Fig. 1: routing congestion map
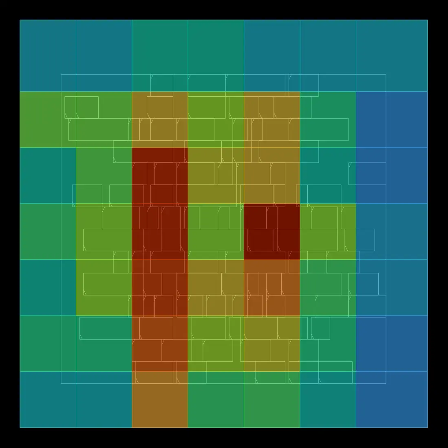
Fig. 2: metal 3
Drawn at 10 px/um.
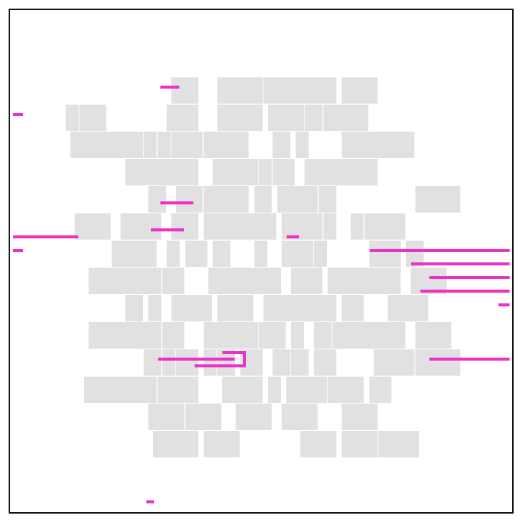
Fig. 3: signal metal coverage by tile
Drawn at 8 px/um. 10 x 10 tiles, from dark blue (low) to red (high), scaled to the fullest tile. Values are wire area over tile area, all layers added.
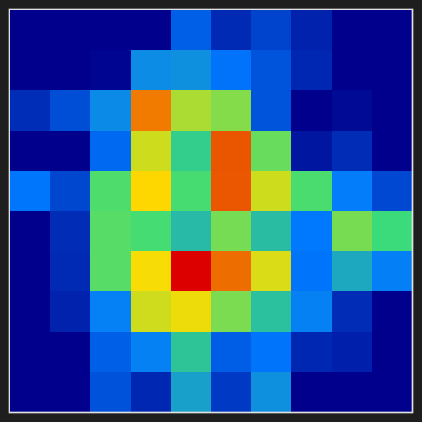
## config.mk

```make
export PLATFORM = sky130hd
export DESIGN_NAME = uart_shift_reg
export DESIGN_NICKNAME = d
export VERILOG_FILES = /design/src/rtl/uart_shift_reg.sv
export SDC_FILE = /design/constraint.sdc
export NUM_CORES = 1
export LEC_CHECK = 0
export CAP_MARGIN = 25
export CORE_MARGIN = 5
export CORE_UTILIZATION = 40
export DETAILED_ROUTE_END_ITERATION = 6
export GPL_TIMING_DRIVEN = 0
export PLACE_DENSITY = 0.84
export SLEW_MARGIN = 15
export SYNTH_ARGS = -nofsm -noshare
export SYNTH_HDL_FRONTEND = slang
export SYNTH_SLANG_ARGS = --single-unit
```

## constraint.sdc

```tcl
create_clock -name clk -period 1.8 [get_ports clk]
set_clock_uncertainty 0.15 [all_clocks]
set_input_delay 0.36 -clock clk [delete_from_list [all_inputs] [get_ports clk]]
set_output_delay 0.36 -clock clk [all_outputs]
set_load 0.02 [all_outputs]
```

## src/rtl/uart_shift_reg.sv

```systemverilog
// WIDTH-bit hold/load/shift register with a word-completion counter for the UART datapath.
// Optional registered parity output is enabled by defining UART_SHIFT_PARITY_EN.
module uart_shift_reg #(
    parameter int WIDTH = 8,
    parameter int CW    = $clog2(WIDTH)
) (
    input  logic             clk,
    input  logic             rst,
    input  logic             clr,
    input  logic             en,
    input  logic [1:0]       mode,
    input  logic [WIDTH-1:0] d,
    input  logic             sin,
    output logic [WIDTH-1:0] q,
    output logic             sout,
    output logic [CW-1:0]    cnt,
    output logic             done,
    output logic             parity
);

    localparam logic [1:0] MODE_HOLD  = 2'b00;
    localparam logic [1:0] MODE_LOAD  = 2'b01;
    localparam logic [1:0] MODE_SHR   = 2'b10;
    localparam logic [1:0] MODE_SHL   = 2'b11;
    localparam logic [CW-1:0] CNT_LAST = CW'(WIDTH - 1);

    logic [WIDTH-1:0] q_nxt;
    logic [CW-1:0]    cnt_nxt;
    logic             done_nxt;
    logic             shifting;

    // Next-state logic; clr behaves like reset but stays out of the reset path.
    always_comb begin
        q_nxt    = q;
        cnt_nxt  = cnt;
        done_nxt = 1'b0;
        shifting = 1'b0;
        if (clr) begin
            q_nxt   = '0;
            cnt_nxt = '0;
        end else if (en) begin
            case (mode)
                MODE_HOLD: begin
                    q_nxt = q;
                end
                MODE_LOAD: begin
                    q_nxt   = d;
                    cnt_nxt = '0;
                end
                MODE_SHR: begin
                    q_nxt    = {sin, q[WIDTH-1:1]};
                    shifting = 1'b1;
                end
                MODE_SHL: begin
                    q_nxt    = {q[WIDTH-2:0], sin};
                    shifting = 1'b1;
                end
                default: begin
                    q_nxt = q;
                end
            endcase
            if (shifting) begin
                if (cnt == CNT_LAST) begin
                    cnt_nxt  = '0;
                    done_nxt = 1'b1;
                end else begin
                    cnt_nxt = cnt + CW'(1);
                end
            end
        end
    end

    always_ff @(posedge clk) begin
        if (rst) begin
            q    <= '0;
            cnt  <= '0;
            done <= 1'b0;
        end else begin
            q    <= q_nxt;
            cnt  <= cnt_nxt;
            done <= done_nxt;
        end
    end

    // sout is the bit the next shift in the selected direction will drop.
    assign sout = (mode == MODE_SHL) ? q[WIDTH-1] : q[0];

`ifdef UART_SHIFT_PARITY_EN
    always_ff @(posedge clk) begin
        if (rst) begin
            parity <= 1'b0;
        end else begin
            parity <= ^q_nxt;
        end
    end
`else
    assign parity = 1'b0;
`endif

endmodule

```

==> results.cfg <==
; synthesis and place-and-route metrics
[run_status]
status = complete, no violations

[global_route]
grt_pass1_vias = 609
grt_start_max_net_pins = 11
grt_pass1_wl_um = 2660

[routing]
drtAntennaViolNets = 0
drtIter0Drc = 12

[yosys]
syn_inst = 69
synth_flops = 12
yosys-stat-cells = 69
ys_seq_share_pct = 37.1
yosys_area_sq_um = 647

[setup_path]
r2r-start = cnt[0]$_SDFFE_PP0P_
crit_type = register to output port
end_kind = output port
crit_path_cell_trace = clkdlybuf4s50_1

[job]
drv_cap = 0
warning_count = 26

[sta]
fmax_ghz = 0.566
finalHoldViolations = 0

[worst_hold_path]
hold_path_end = done$_SDFF_PP0_
whs_path_depth = 3

[power]
powerDensity_nw_per_um2 = 611
leakage_uw = 0.000515

[placed_design]
numPortBuffers = 25

[layout]
comb_area_sq_um = 358
area.sequential_sq_um = 240
final_nets = 116
antenna_cells = 0

[floorplan]
ios = 29

[clock_tree]
cts_resized = 5
cts_sinks = 12
clk_path_buf_depth = 2
About Fig. 1:
post-layout util: 62.6%
GR peak layer: met2

About Fig. 2:
longest straight run	13.7 um
main direction	horizontal
DR vias: 602
Routed WL: 1580 um
GR Layer Usage met3: 0.888%

About Fig. 3:
emptiest ninth of the die	upper right
mean over tiles	0.10
fullest tile	0.38
tiles over half the peak	24%
Total Routing Usage GR: 13.0%
routed length per instance: 13.9 um

==> metal layers <==
layer / part of all wire [%] / global-route usage [%] / routed length, um / up-vias
met1: 44 / 16.6 / 697 / 269
li1: - / - / - / 310
met5: 0 / 0 / 0 / -
met4: 2.4 / 8.73 / 38 / 0
met2: 48 / 20.7 / 759 / 19
met3: 5.1 / 0.888 / 80 / 4
==> cells in the final DEF, fill, tap and decap left out <==
cell type	instances
dlymetal6s2s_1	8
o32ai_1	1
nand3_1	1
buf_12	1
mux2_2	9
o21ai_0	1
buf_6	1
a21oi_2	1
ha_1	2
nand3b_1	1
buf_2	2
or3_1	1
clkdlybuf4s50_1	15
clkbuf_4	3
nand2_4	1
dfxtp_1	12
nor3_1	8
nand2_1	3
or2_2	1
buf_4	1
o21a_4	1
conb_1	1
clkbuf_2	1
dlygate4sd2_1	1
nor2_1	11
a32oi_1	2
o22ai_1	7
==> through the flow <==
| stage | area, sq um | setup slack, ns | util, % | power, uW | hold WS, ns |
|---|---|---|---|---|---|
| final | 953 | 0.0334 | 62.6 | 582 | 0.300 |
| after global routing | 953 | 0.00159 | 62.6 | 608 | 0.338 |
| after floorplan | 647 | 0.245 | - | 369 | 0.401 |
| after detailed placement | 917 | -0.550 | 60.2 | 427 | 0.358 |
| after CTS | 933 | 0.00880 | 61.2 | 582 | 0.301 |
| after global placement | 917 | -0.541 | 60.2 | 424 | 0.340 |
==> cells by family (layout without fill, tap and decap cells) <==
kind of cell | Yosys count | after routing | share of synthesized area, %
compound gates | 13 | 13 | 15.3
fa+ha+maj | 2 | 2 | 3.87
buf+inv | 5 | 33 | 7.54
flops | 12 | 12 | 37.1
mux | 9 | 9 | 15.7
other cells | 1 | 1 | 0.580
simple gates | 27 | 27 | 19.9
==> Yosys cell counts <==
master / n / area [sq um]
a32oi_1: 2 / 17.5
dfxtp_1: 12 / 240
nand2_4: 1 / 11.3
nand3b_1: 1 / 7.51
or2_2: 1 / 6.26
o21ai_0: 1 / 5.00
or3_1: 1 / 6.26
nand3_1: 1 / 5.00
nor3_1: 8 / 40.0
a21oi_2: 1 / 8.76
buf_12: 1 / 20.0
ha_1: 2 / 25.0
buf_2: 1 / 5.00
o22ai_1: 7 / 43.8
o32ai_1: 1 / 8.76
nand2_1: 3 / 11.3
nor2_1: 11 / 41.3
mux2_2: 9 / 101
o21a_4: 1 / 15.0
conb_1: 1 / 3.75
clkbuf_2: 1 / 5.00
buf_6: 1 / 11.3
buf_4: 1 / 7.51
==> report_power, final <==
group / total (uW) / internal [uW] / switching, uW
Sequential: 281 / 274 / 7.47
Clock: 164 / 77.2 / 87.0
Combinational: 137 / 75.9 / 60.7
==> layout make-up <==
| type | instances | area share [%] |
|---|---|---|
| well taps | 16 | 2.10 |
| plain buffers | 5 | 5.12 |
| clock buffers | 3 | 2.36 |
| repair buffers | 25 | 27.7 |
| flip-flops and latches | 12 | 25.2 |
| multi-input cells | 52 | 37.5 |
==> worst reg2reg max path, cell delays in order (launching register included) <==
cell and delay, ns:
dfxtp_1 0.34, ha_1 0.20, ha_1 0.18, or3_1 0.38, a21oi_2 0.14
Power figures rest on the tool's default switching activity, not on a simulated workload.
